==> src/rtl/pid_cfg_writer.sv <==
// rtl/pid_cfg_writer.sv - batch-atomic gain writer feeding the pid register port
// Purpose: buffers host gain writes in a FIFO and replays them to pid one per cycle,
//          holding iterate_enable low from the first write of a batch until one
//          settle cycle after its commit write, so pid never runs on a half-updated
//          gain set. Optional feature macro: PID_CFG_AUTOLOAD_EN (after reset, load
//          KP_INIT/KI_INIT/KD_INIT into regs 0..NUM_REGS-1 before the first RUN).
// Ports:
//   clk, rstb                     clock (rising edge), asynchronous active-low reset
//   host_valid/host_ready         host write handshake, beat moves on valid & ready
//   host_addr/host_data           target register and Q13 value
//   host_commit                   last beat of a batch
//   write_enable                  active-low register write strobe to pid
//   reg_addr/reg_data             zero-extended register address and value to pid
//   iterate_enable                pid loop run enable
//   busy                          high whenever the FSM is not in RUN
//   err_pulse                     one-cycle pulse: illegal address dropped or forced flush
module pid_cfg_writer #(
   parameter int                 D_WIDTH    = 16,
   parameter int                 ADDR_W     = 2,
   parameter int                 NUM_REGS   = 3,
   parameter int                 FIFO_DEPTH = 4,
   parameter logic [D_WIDTH-1:0] KP_INIT    = 16'h0200,
   parameter logic [D_WIDTH-1:0] KI_INIT    = 16'h1000,
   parameter logic [D_WIDTH-1:0] KD_INIT    = 16'h0000
) (
   input  logic               clk,
   input  logic               rstb,
   input  logic               host_valid,
   output logic               host_ready,
   input  logic [ADDR_W-1:0]  host_addr,
   input  logic [D_WIDTH-1:0] host_data,
   input  logic               host_commit,
   output logic               write_enable,
   output logic [D_WIDTH-1:0] reg_addr,
   output logic [D_WIDTH-1:0] reg_data,
   output logic               iterate_enable,
   output logic               busy,
   output logic               err_pulse
);

   localparam int PW = $clog2(FIFO_DEPTH);
   localparam int EW = 1 + ADDR_W + D_WIDTH;
   localparam int CW = $clog2(FIFO_DEPTH + 1);
   localparam int BW = $clog2(NUM_REGS + 1);

   typedef enum logic [2:0] {BOOT, IDLE, WRITE, SETTLE, RUN} state_t;

`ifdef PID_CFG_AUTOLOAD_EN
   localparam state_t RESET_STATE = BOOT;
`else
   localparam state_t RESET_STATE = IDLE;
`endif

   function automatic logic [D_WIDTH-1:0] init_val(input logic [BW-1:0] idx);
      if (int'(idx) == 0)      return KP_INIT;
      else if (int'(idx) == 1) return KI_INIT;
      else if (int'(idx) == 2) return KD_INIT;
      else                     return '0;
   endfunction

   state_t             state, state_nxt;
   logic [EW-1:0]      mem [FIFO_DEPTH];
   logic [PW:0]        wr_ptr, rd_ptr, wr_ptr_nxt, rd_ptr_nxt;
   logic [CW-1:0]      commit_cnt;
   logic [BW-1:0]      boot_idx, boot_idx_nxt;
   logic               flushing, flushing_nxt, last_commit, last_commit_nxt;
   logic               empty, full, full_nxt, accept, legal, push, pop, drop_err, force_err;
   logic [EW-1:0]      push_entry, head;
   logic               head_commit, head_legal;
   logic [ADDR_W-1:0]  head_addr;
   logic               we_nxt, iter_nxt;
   logic [D_WIDTH-1:0] addr_nxt, data_nxt;

   assign empty = (wr_ptr == rd_ptr);
   assign full  = (wr_ptr[PW] != rd_ptr[PW]) && (wr_ptr[PW-1:0] == rd_ptr[PW-1:0]);

   // An illegal beat carrying commit becomes a data-less marker: it keeps its
   // out-of-range address so the pop side knows not to strobe, but still ends the batch.
   assign accept     = host_valid && host_ready;
   assign legal      = int'(host_addr) < NUM_REGS;
   assign push       = accept && (legal || host_commit);
   assign drop_err   = accept && !legal;
   assign push_entry = legal ? {host_commit, host_addr, host_data}
                             : {1'b1, host_addr, {D_WIDTH{1'b0}}};

   assign head        = mem[rd_ptr[PW-1:0]];
   assign head_commit = head[EW-1];
   assign head_addr   = head[D_WIDTH +: ADDR_W];
   assign head_legal  = int'(head_addr) < NUM_REGS;

   assign wr_ptr_nxt = wr_ptr + (PW+1)'(push);
   assign rd_ptr_nxt = rd_ptr + (PW+1)'(pop);
   assign full_nxt   = (wr_ptr_nxt[PW] != rd_ptr_nxt[PW]) &&
                       (wr_ptr_nxt[PW-1:0] == rd_ptr_nxt[PW-1:0]);

   always_comb begin
      state_nxt       = state;
      boot_idx_nxt    = boot_idx;
      flushing_nxt    = flushing;
      last_commit_nxt = 1'b0;
      pop             = 1'b0;
      force_err       = 1'b0;
      we_nxt          = 1'b1;
      addr_nxt        = reg_addr;
      data_nxt        = reg_data;
      iter_nxt        = 1'b0;
      case (state)
         BOOT: begin
            if (int'(boot_idx) < NUM_REGS) begin
               we_nxt       = 1'b0;
               addr_nxt     = D_WIDTH'(boot_idx);
               data_nxt     = init_val(boot_idx);
               boot_idx_nxt = boot_idx + BW'(1);
            end else begin
               state_nxt = SETTLE;
            end
         end
         IDLE: begin
            if (!empty) begin
               pop       = 1'b1;
               state_nxt = WRITE;
            end
         end
         WRITE: begin
            // The commit entry's write is on the bus now; settle before running.
            if (last_commit) begin
               state_nxt    = SETTLE;
               flushing_nxt = 1'b0;
            end else if (!empty) begin
               pop = 1'b1;
            end else if (flushing) begin
               state_nxt    = SETTLE;
               flushing_nxt = 1'b0;
            end else begin
               state_nxt = IDLE;
            end
         end
         SETTLE: begin
            state_nxt = RUN;
            iter_nxt  = 1'b1;
         end
         RUN: begin
            if (commit_cnt != '0) begin
               pop       = 1'b1;
               state_nxt = WRITE;
            end else if (full) begin
               // Nothing committed yet the host can no longer make progress: drain anyway.
               pop          = 1'b1;
               state_nxt    = WRITE;
               flushing_nxt = 1'b1;
               force_err    = 1'b1;
            end else begin
               iter_nxt = 1'b1;
            end
         end
         default: state_nxt = IDLE;
      endcase
      if (pop) begin
         last_commit_nxt = head_commit;
         if (head_legal) begin
            we_nxt   = 1'b0;
            addr_nxt = D_WIDTH'(head_addr);
            data_nxt = head[D_WIDTH-1:0];
         end
      end
   end

   always_ff @(posedge clk) begin
      if (push) mem[wr_ptr[PW-1:0]] <= push_entry;
   end

   always_ff @(posedge clk or negedge rstb) begin
      if (!rstb) begin
         state          <= RESET_STATE;
         boot_idx       <= '0;
         flushing       <= 1'b0;
         last_commit    <= 1'b0;
         wr_ptr         <= '0;
         rd_ptr         <= '0;
         commit_cnt     <= '0;
         write_enable   <= 1'b1;
         reg_addr       <= '0;
         reg_data       <= '0;
         iterate_enable <= 1'b0;
         host_ready     <= 1'b0;
         busy           <= 1'b1;
         err_pulse      <= 1'b0;
      end else begin
         state          <= state_nxt;
         boot_idx       <= boot_idx_nxt;
         flushing       <= flushing_nxt;
         last_commit    <= last_commit_nxt;
         wr_ptr         <= wr_ptr_nxt;
         rd_ptr         <= rd_ptr_nxt;
         case ({push && push_entry[EW-1], pop && head_commit})
            2'b10:   commit_cnt <= commit_cnt + CW'(1);
            2'b01:   commit_cnt <= commit_cnt - CW'(1);
            default: commit_cnt <= commit_cnt;
         endcase
         write_enable   <= we_nxt;
         reg_addr       <= addr_nxt;
         reg_data       <= data_nxt;
         iterate_enable <= iter_nxt;
         host_ready     <= !full_nxt;
         busy           <= (state_nxt != RUN);
         err_pulse      <= drop_err || force_err;
      end
   end

endmodule

==> config.mk <==
export PLATFORM = sky130hd
export DESIGN_NAME = pid_cfg_writer
export DESIGN_NICKNAME = d
export VERILOG_FILES = /design/src/rtl/pid_cfg_writer.sv
export SDC_FILE = /design/constraint.sdc
export NUM_CORES = 1
export LEC_CHECK = 0
export CAP_MARGIN = 20
export CORE_MARGIN = 5
export CORE_UTILIZATION = 62
export CTS_BUF_LIST = sky130_fd_sc_hd__clkbuf_4
export DETAILED_ROUTE_END_ITERATION = 8
export GPL_ROUTABILITY_DRIVEN = 0
export PLACE_DENSITY = 0.95
export RECOVER_POWER = 100
export SYNTH_ARGS = -nofsm -noshare
export SYNTH_HDL_FRONTEND = slang
export SYNTH_SLANG_ARGS = --single-unit
export TNS_END_PERCENT = 20
==> constraint.sdc <==
create_clock -name clk -period 6.9 [get_ports clk]
set_input_delay 1.38 -clock clk [delete_from_list [all_inputs] [get_ports clk]]
set_output_delay 1.38 -clock clk [all_outputs]
set_load 0.01 [all_outputs]
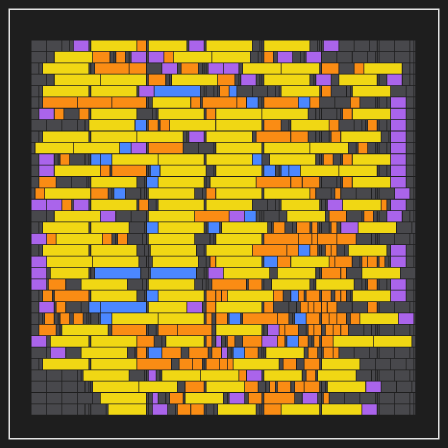
Figure 1: run 1, placement by cell class.
Fill, decap, tap and diode cells in grey.
class	colour	cells	share of their area
flip-flops	yellow	129	60%
all other logic	orange	170	25%
other buffers and delay cells	purple	63	10%
clock drivers and dummy loads	blue	32	5.3%

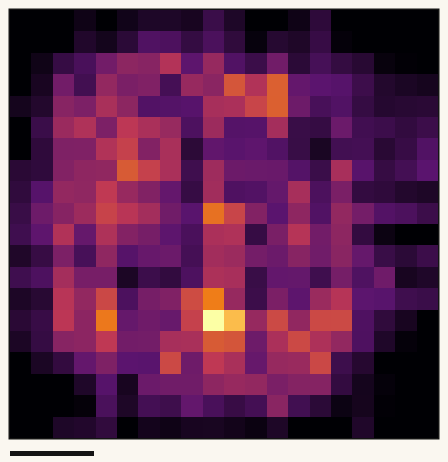
Figure 2: run 1, wiring heat map.
Scale bar: 20 µm. The die is cut into 20 by 20 equal tiles; black is low, pale yellow is high, scaled to the fullest tile. Values are wire area over tile area, all layers added.
densest ninth of the die	bottom middle
nearly empty tiles	14%
mean over tiles	0.15
fullest tile	0.63
tiles over half the peak	7.0%

==> metrics.cfg, run 1 <==
[cells_and_area]
buffer_area_share_pct=9.83
nFillCells=493
final_core_util_pct=74.6
layout_top_cell=edfxtp_1
final_cell_area_um2=6160
clk_share_pct=5.22
n_all_inverters=7
comb_share_pct=23.8
layout.area.comb_um2=1460
buffers=63
comb_cells=163
lay_top_cells=edfxtp_1, dfrtp_1, dlygate4sd3_1
largestClassByArea=flip-flops and latches
area_growth_syn_to_layout_pct=16.5
nNetsFinal=412

[outcome]
run_status=finished, violations left
violations=max-capacitance violations, max-slew violations

[routing]
drtPass1Iterations=4
vias_per_cell=5.71
ant_nets=0
drt_wl_total_um=9940
drc=0

[clock_tree]
clock_path_buffers=2
cts_resized=0
tritoncts=yes
cts_hold_buf=0
clkSlewWorstSetupHoldPaths_ps=120
clkLatencyLatePin_ps=480

[power]
p_leak_nw=2.45
p_total_w=0.00261
ir_drop_mv=0.256

[sta]
rsz0062_at_grt=false
worst_pin_slew_ps=2930
fin_tns_setup_ps=0
finClkSkew_ps=22.3
relSlewSlack_pct=-95.6
fmax_mhz=230
setup_viol=0
finalMaxSlewViolations=84

[worst_setup_path]
r2r-start=rd_ptr[1]
critical_path_class=input port to flop
worst-path-stages=7
critPathSlowestCell=nor2_1
max_stage_delay_ps=1290
cp_cell_sequence=dlygate4sd3_1 -> nand2_1 -> nor2_1 -> or2_2 -> inv_1 -> nand2_1 -> nor2_1
path_buffers=2
startpoint=host_addr[1]
endpoint_kind=flop
cp_max_fo=19

[yosys]
ys_seq_elements=129
synth-main-ff-cell=edfxtp_1
ys_sh_simple_pct=9.46
synth-xor-area-share_pct=2.13
ys_cells=312
syn_inst=312
synth.distinct_cells=42
synth_seq_share_pct=68.3
synth-edff-count=76
compound_area_share_pct=3.07
ys_area_um2=5290
syn-mean-instance-area_um2=17.0

[global_route]
overflow=0
grt_pass1_vias=3048
track_usage_pct=21.2
grt_pass1_wl_um=16200
antenna_found_initial=1

[floorplan]
pin_count=59
fp_util_pct=64.1
dieArea_um2=10500

[place]
place_area_um2=5960
dpl.hpwl_um=6520

[job]
tool_warnings=28
maxCapViolCount=3

[worst_hold_path]
min-delay-path-class=flop to flop
hp-start=commit_cnt[2]
whs_endpoint=commit_cnt[2]

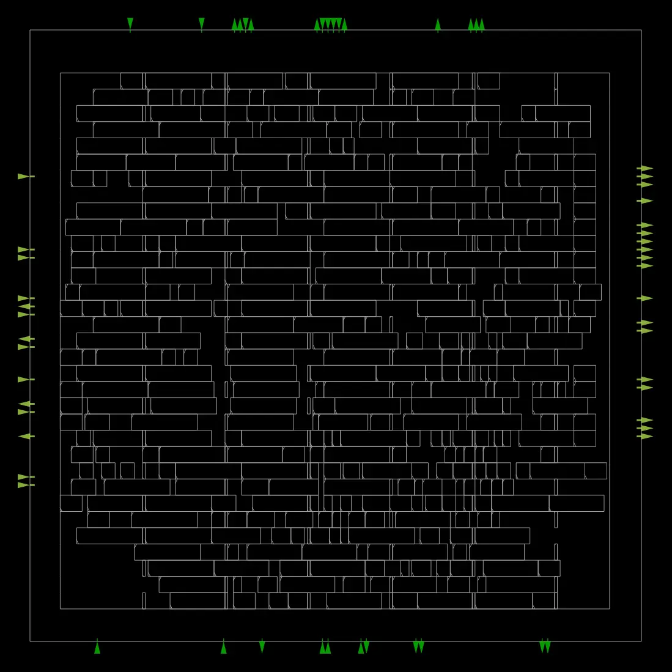
Figure 3: run 1, cell outlines without signal wires.
Finished Layout Cells: 500
CORE AREA: 8260 µm²
Flops: 129
fraction of area in registers: 58.6%
FP Rows: 33

run 1: through the flow:
| step | hold WS (ps) | cells | setup slack, ps |
|---|---|---|---|
| after global routing | 499 | 500 | 2380 |
| after floorplan | 435 | 312 | 3150 |
| after detailed placement | 459 | 466 | 2680 |
| after CTS | 479 | 498 | 3160 |
| final | 483 | 500 | 2550 |
| after global placement | 452 | 466 | 2900 |
run 1: power by group:
group / leakage (nW) / internal, W / switching, W
registers: 1.35 / 0.00103 / 0.000127
logic: 0.928 / 0.000454 / 0.000444
clock network: 0.173 / 0.000292 / 0.000270
run 1: routing by layer:
layer | GRT usage (%) | share of wire, %
met5 | 0 | 0
met4 | 6.26 | 0.71
met3 | 4.64 | 5.6
met2 | 36.5 | 54
met1 | 27.4 | 40
run 1: Yosys cell counts (3+ instances only):
| library cell | number | area [µm²] |
|---|---|---|
| and3_1 | 15 | 93.8 |
| edfxtp_1 | 76 | 2280 |
| clkbuf_1 | 6 | 22.5 |
| nand2_1 | 15 | 56.3 |
| inv_1 | 7 | 26.3 |
| xor2_1 | 6 | 52.6 |
| nand3_1 | 3 | 15.0 |
| a21oi_1 | 4 | 20.0 |
| dfstp_2 | 3 | 78.8 |
| mux2_4 | 15 | 225 |
| o21ai_0 | 5 | 25.0 |
| mux4_2 | 19 | 428 |
| nor2_1 | 7 | 26.3 |
| xnor2_1 | 5 | 43.8 |
| nor2b_1 | 16 | 100 |
| nand2b_1 | 3 | 18.8 |
| ha_1 | 8 | 100 |
| or3_1 | 3 | 18.8 |
| and2_1 | 17 | 106 |
| dfrtp_1 | 50 | 1250 |
run 1: flip-flops by register name (all words and copies together) (netlist names), 2 cells and up:
signal	flops
mem	76
reg_addr	16
reg_data	16
commit_cnt	3
rd_ptr	3
state	3
wr_ptr	3
boot_idx	2
Figure 4. Layout detail (run 1).
Scale bar: 20 µm. Region (1, 1) to (51, 51) µm. Cells in grey, sequential cells in the stronger grey; small squares are vias.
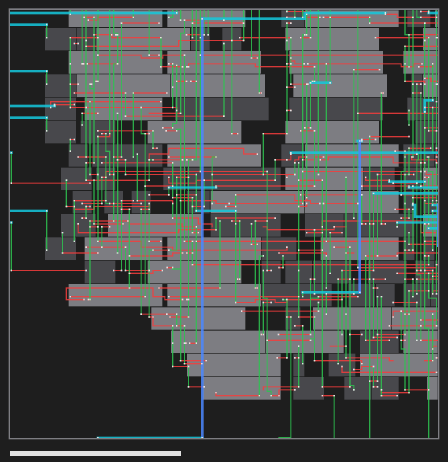

==> run 1 -> run 2 <==
--- a/config.mk
+++ b/config.mk
@@ -7,11 +7,11 @@
 export LEC_CHECK = 0
 export CAP_MARGIN = 20
 export CORE_MARGIN = 5
-export CORE_UTILIZATION = 62
+export CORE_UTILIZATION = 58
 export CTS_BUF_LIST = sky130_fd_sc_hd__clkbuf_4
 export DETAILED_ROUTE_END_ITERATION = 8
 export GPL_ROUTABILITY_DRIVEN = 0
-export PLACE_DENSITY = 0.95
+export PLACE_DENSITY = 0.94
 export RECOVER_POWER = 100
 export SYNTH_ARGS = -nofsm -noshare
 export SYNTH_HDL_FRONTEND = slang
==> constraint.sdc (replaced) <==
create_clock -name clk -period 4.3 [get_ports clk]
set_input_delay 0.86 -clock clk [delete_from_list [all_inputs] [get_ports clk]]
set_output_delay 0.86 -clock clk [all_outputs]
set_load 0.01 [all_outputs]
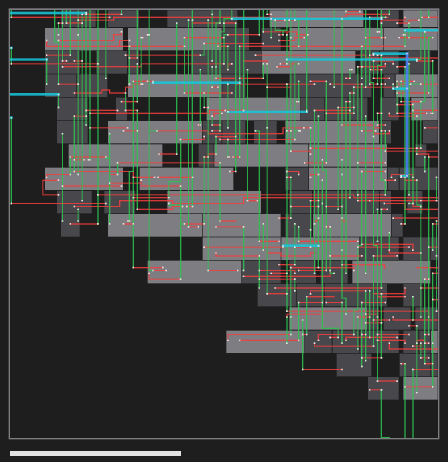
Figure 5: run 2, layout detail.
Scale bar: 20 µm. Region (1, 1) to (51, 51) µm. Cells in grey, sequential cells in the stronger grey; small squares are vias.
layer	colour
met1	red
met2	green
met3	cyan
met4	blue
netlist names of flops here include	`mem` (15), `rd_ptr` (3), `wr_ptr` (3)
sequential cells in the window	26
most frequent	edfxtp_1 (15), dfrtp_1 (11), xor2_1 (6)
cells with their middle in the window	90

==> run 2 against run 1 <==
Against the previous run: the flow still finishes with violations (max-capacitance violations, max-slew violations); hold slack better by 0.99 ps; clock power increased by 51%; utilization is 4.4 points lower; total power is 60% higher; global-route usage fell by 1.7 points; largest cell class unchanged; die area increased by 6.2%; combinational power is 71% higher; synthesized cell count stayed put; first-iteration DRC count fell by 10%; register-to-register slack worse by 2100 ps.
==> metrics.cfg, run 2 <==
[outcome]
run_status=finished, violations left
violations=max-capacitance violations, max-slew violations

[worst_setup_path]
endpoint_kind=flop
max_stage_delay_ps=920
startpoint=host_addr[1]
cp_max_fo=19
r2r-start=rd_ptr[0]
critical_path_class=input port to flop
path_buffers=4
startpoint_type=input port
cp_cell_sequence=dlygate4sd3_1 -> nand2_1 -> clkbuf_1 -> nor2_1 -> or2_2 -> inv_1 -> nand2_1 -> nor2_2 -> clkbuf_1
critPathSlowestCell=clkbuf_1

[cells_and_area]
nNetsFinal=416
lay_top_cells=edfxtp_1, dfrtp_1, dlygate4sd3_1
area_growth_syn_to_layout_pct=16.8
layout_top_cell=edfxtp_1
final_cell_area_um2=6180

[yosys]
syn_inst=312
synth_seq_share_pct=68.3
synth-edff-count=76
synth.distinct_cells=42
syn-mean-instance-area_um2=17.0
synth-main-ff-cell=edfxtp_1
ys_area_um2=5290
top_cells_by_count=edfxtp_1, dfrtp_1, mux4_2, and2_1, nor2b_1
top_area_share_pct=43.1
top_area_cell=edfxtp_1
top_cells_by_area=edfxtp_1, dfrtp_1, mux4_2
ys_cells=312
ys_seq_elements=129

[sta]
fmax_mhz=272
setup_viol=0
finClkSkew_ps=13.6
finalMaxSlewViolations=54
period_minus_slack_ps=3680
worst_pin_slew_ps=2890
fin_tns_setup_ps=0
rsz0062_at_grt=false
relSlewSlack_pct=-92.4

[routing]
drc=0
ant_nets=0
drtPass1Iterations=4
vias_per_cell=5.75
drt_wl_total_um=9990
drt_iter0_drc=172
wl_per_cell_um=19.7

[power]
p_int_w=0.00280
power_leader=registers
ir_drop_mv=0.346
p_switching_w=0.00139
p_comb_w=0.00154
power_frac_clock_pct=20.2
p_leak_nw=2.44
swShare_pct=33.1
clk-power_w=0.000847
pg_seq_w=0.00181
p_total_w=0.00419
p_comb_share_pct=36.7
pwr-share-seq_pct=43.1

[global_route]
antenna_found_initial=0
overflow=0
grt_pass1_vias=3132
grt_pass1_wl_um=16600
track_usage_pct=19.5

[worst_hold_path]
hp-start=commit_cnt[2]
whs_endpoint=commit_cnt[2]
min-delay-path-class=flop to flop

[clock_tree]
clkLatencyLatePin_ps=500
cts_resized=0
tritoncts=yes
clock_path_buffers=2
cts_hold_buf=0
clkSlewWorstSetupHoldPaths_ps=110

[floorplan]
pin_count=59
rows=34
dieArea_um2=11100
fp_util_pct=60.1

[place]
place_area_um2=5990
dpl.hpwl_um=6300

[job]
maxCapViolCount=1
tool_warnings=28

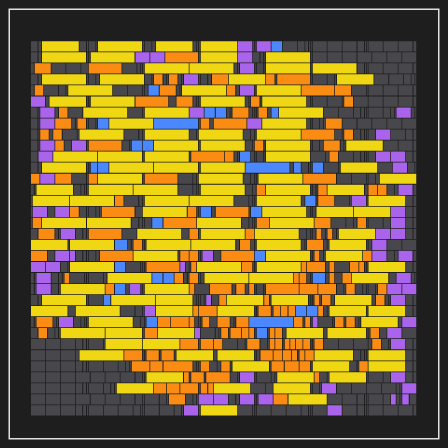
Figure 6: run 2, placement by cell class.
Fill, decap, tap and diode cells in grey.
class	colour	cells	share of their area
other buffers and delay cells	purple	67	10%
all other logic	orange	170	25%
clock drivers and dummy loads	blue	32	5.0%
flip-flops	yellow	129	60%

-- run 2: area by class of cell --
class	count	area, µm²	share of cell area, %
clock inverters	14	165	2.67
flip-flops and latches	129	3610	58.4
inverters	7	26.3	0.425
repair buffers	67	621	10.0
well taps	108	135	2.19
multi-input cells	163	1490	24.0
clock buffers	18	135	2.19
-- run 2: per-layer routing --
metal	vias to the layer above	global-route usage, %	share of wire [%]
li1	1314	-	-
met4	0	6.75	0.99
met5	-	0	0
met2	110	32.8	52
met1	1474	25.1	41
met3	13	4.58	6.2
-- run 2: cell families (layout without fill, tap and decap cells) --
logic type,Yosys count,after routing,synth area share [%]
xor gates and xnor gates,12,12,2.13
AOI/OAI and AO/OA,20,20,3.07
muxes,36,36,12.8
buffers and inverters,20,106,2.06
adders and majority gates,9,9,2.27
and+or+nand+nor,86,86,9.46
DFF,129,129,68.3
-- run 2: through the flow --
stage / util (%) / instances / hold WS (ps) / setup WS (ps)
2_1_floorplan: - / 312 / 435 / 1070
3_3_place_gp: 68.1 / 473 / 450 / 1150
3_5_place_dp: 68.1 / 473 / 473 / 943
4_1_cts: 71.5 / 505 / 456 / 1220
5_1_grt: 70.2 / 506 / 540 / 542
6_report: 70.2 / 506 / 484 / 623
-- run 2: how the worst max path moves through the flow --
stage | cells past startpoint | slack, ps | to
after floorplan | 4 | 1070 | mem[1][0]
after detailed placement | 11 | 940 | host_ready
after global routing | 8 | 540 | mem[3][16]
final | 9 | 620 | mem[2][13]
after CTS | 10 | 1220 | host_ready
after global placement | 11 | 1150 | host_ready
Figure 7. Register map, names as in the netlist (run 2).
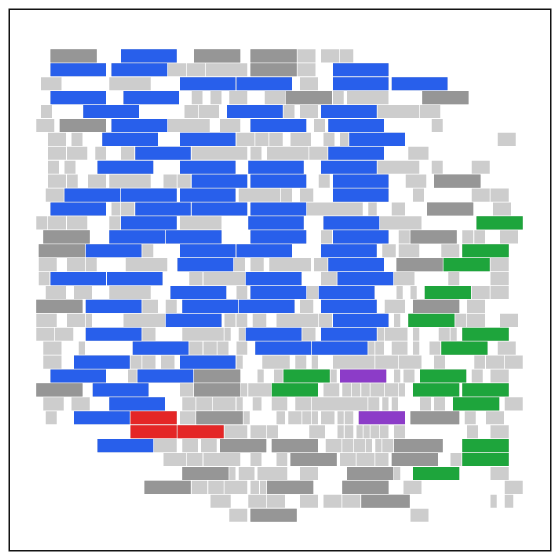

==> run 2 -> run 3 <==
--- a/config.mk
+++ b/config.mk
@@ -6,7 +6,6 @@
 export NUM_CORES = 1
 export LEC_CHECK = 0
 export CAP_MARGIN = 20
-export CORE_MARGIN = 5
 export CORE_UTILIZATION = 58
 export CTS_BUF_LIST = sky130_fd_sc_hd__clkbuf_4
 export DETAILED_ROUTE_END_ITERATION = 8
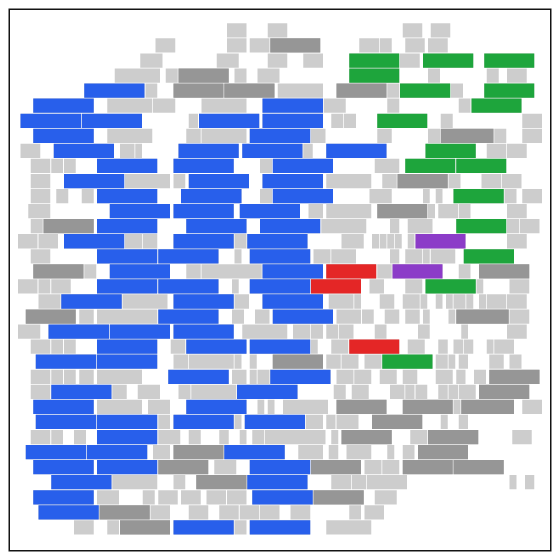
Figure 8: run 3, register map, names as in the netlist.
name in the netlist	colour	flops
`boot_idx`	purple	2
`rd_ptr`	red	3
`reg_addr`	green	16
`mem`	blue	76
not coloured	32

==> run 3 against run 2 <==
Against the previous run: the run still ends with max-capacitance violations, max-slew violations left; die area decreased by 15%; hold slack got worse by 8.0 ps; clock-buffer cell count unchanged; combinational power decreased by 3%; flip-flop count unchanged; final area decreased by 0.45%; cell count unchanged; area after synthesis unchanged; sequential share of layout area increased by 0.26 points; fmax increased by 3.2%; critical endpoint is now mem[2][7]; largest cell class unchanged.
==> metrics.cfg, run 3 <==
[power]
p_total_w=0.00416
p_int_w=0.00279
pwr-share-seq_pct=43.6
p_comb_share_pct=36.0
ir_drop_mv=0.509

[routing]
drtPass1Iterations=4
drt_iter0_drc=152
drt_wl_total_um=9940
drc=0
wl_per_cell_um=19.7

[clock_tree]
cts_hold_buf=0
cts_resized=0
clkSlewWorstSetupHoldPaths_ps=110
tritoncts=yes

[place]
place_area_um2=6000
post-place-ws_ps=792
dpl.hpwl_um=6380
dp_cells=474

[floorplan]
pin_count=59
core-area_um2=8760
rows=34

[yosys]
ys_seq_elements=129
synth-main-ff-cell=edfxtp_1
ys_area_um2=5290
top_cells_by_area=edfxtp_1, dfrtp_1, mux4_2
ys_cells=312
top_area_share_pct=43.1
top_cells_by_count=edfxtp_1, dfrtp_1, mux4_2, and2_1, nor2b_1
top_area_cell=edfxtp_1
post-synth-top-count-cell=edfxtp_1
synth.distinct_cells=42
syn-mean-instance-area_um2=17.0
synth_seq_share_pct=68.3

[sta]
setup_viol=0
holdWs_ps=476
setup_ws_ps=736
worst_pin_slew_ps=2840
finalMaxSlewViolations=54
fin_tns_setup_ps=0
period_minus_slack_ps=3560
finClkSkew_ps=18.1
rsz0062_at_grt=false
fmax_mhz=281

[cells_and_area]
layout_top_cell=edfxtp_1
finalNonFillerCells=506
flop_area_um2=3610
nFillCells=597
lay_top_cells=edfxtp_1, dfrtp_1, dlygate4sd3_1
nNetsFinal=416

[global_route]
grt_pass1_vias=3048
antenna_found_initial=0
grt_pass1_wl_um=16000

[job]
maxCapViolCount=1

[worst_setup_path]
r2r-start=rd_ptr[1]
cp_max_fo=19

[worst_hold_path]
whs_endpoint=commit_cnt[2]
hp-start=commit_cnt[2]

[outcome]
run_status=finished, violations left
violations=max-capacitance violations, max-slew violations

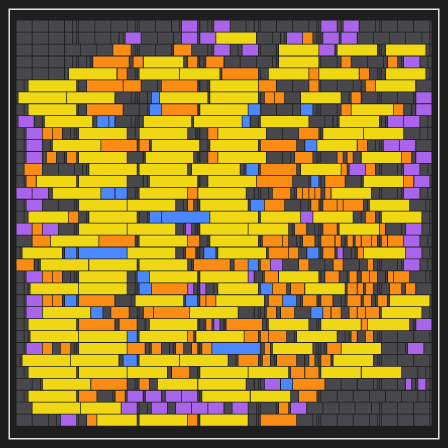
Figure 9: run 3, placement by cell class.
Fill, decap, tap and diode cells in grey.
class	colour	cells	share of their area
other buffers and delay cells	purple	67	10%
all other logic	orange	170	25%
flip-flops	yellow	129	60%
clock drivers and dummy loads	blue	32	5.0%

[run 3: cell counts after synthesis]
No cell type changed its count.
[run 3: per-layer routing]
layer	vias up	track usage [%]	wire length (µm)	share of wire, %
met5	-	0	0	0
met4	0	8.48	255	2.6
met3	25	6.12	401	4.0
met2	94	37.9	5170	52
met1	1503	28.8	4120	41
li1	1311	-	-	-
[run 3: worst max-delay path by stage]
stage,depth (start not counted),startpoint,slack (ps),end
5_1_grt,8,host_addr[1],620,mem[2][11]
6_report,8,host_addr[1],740,mem[2][7]
3_5_place_dp,10,host_addr[1],790,host_ready
3_3_place_gp,10,host_addr[1],1000,host_ready
4_1_cts,10,host_addr[1],1220,host_ready
2_1_floorplan,4,host_addr[1],1070,mem[1][0]
[run 3: critical path, cell delays in order]
cell and delay [ps]:
dlygate4sd3_1 610, nand2_1 470, nor2_1 100, or2_2 340
inv_1 140, nand2_1 100, nor2_1 140, clkbuf_1 910
[run 3: cell families (layout without fill, tap and decap cells)]
group / after synthesis / count (layout) / synth area share, %
buf+inv: 20 / 106 / 2.06
xor+xnor: 12 / 12 / 2.13
flops: 129 / 129 / 68.3
mux: 36 / 36 / 12.8
compound gates: 20 / 20 / 3.07
fa+ha+maj: 9 / 9 / 2.27
simple gates: 86 / 86 / 9.46
[run 3: final cells by class]
cell class	count	area share, %
Timing Repair Buffer	67	10.0
Clock inverter	14	2.66
Multi-Input combinational cell	163	23.8
Inverter	7	0.427
Clock buffer	18	2.20
Sequential cell	129	58.7
Tap cell	108	2.20
[run 3: power by group through the flow]
stage	clock network, W	logic, W	registers [W]
global placement	0	0.00169	0.00182
floorplan	0	0.00129	0.00184
CTS	0.000862	0.00178	0.00183
global route	0.000926	0.00163	0.00185
finish	0.000848	0.00150	0.00181
detailed placement	0	0.00176	0.00185
No activity file was given, so power comes from the tool's default toggle rates.
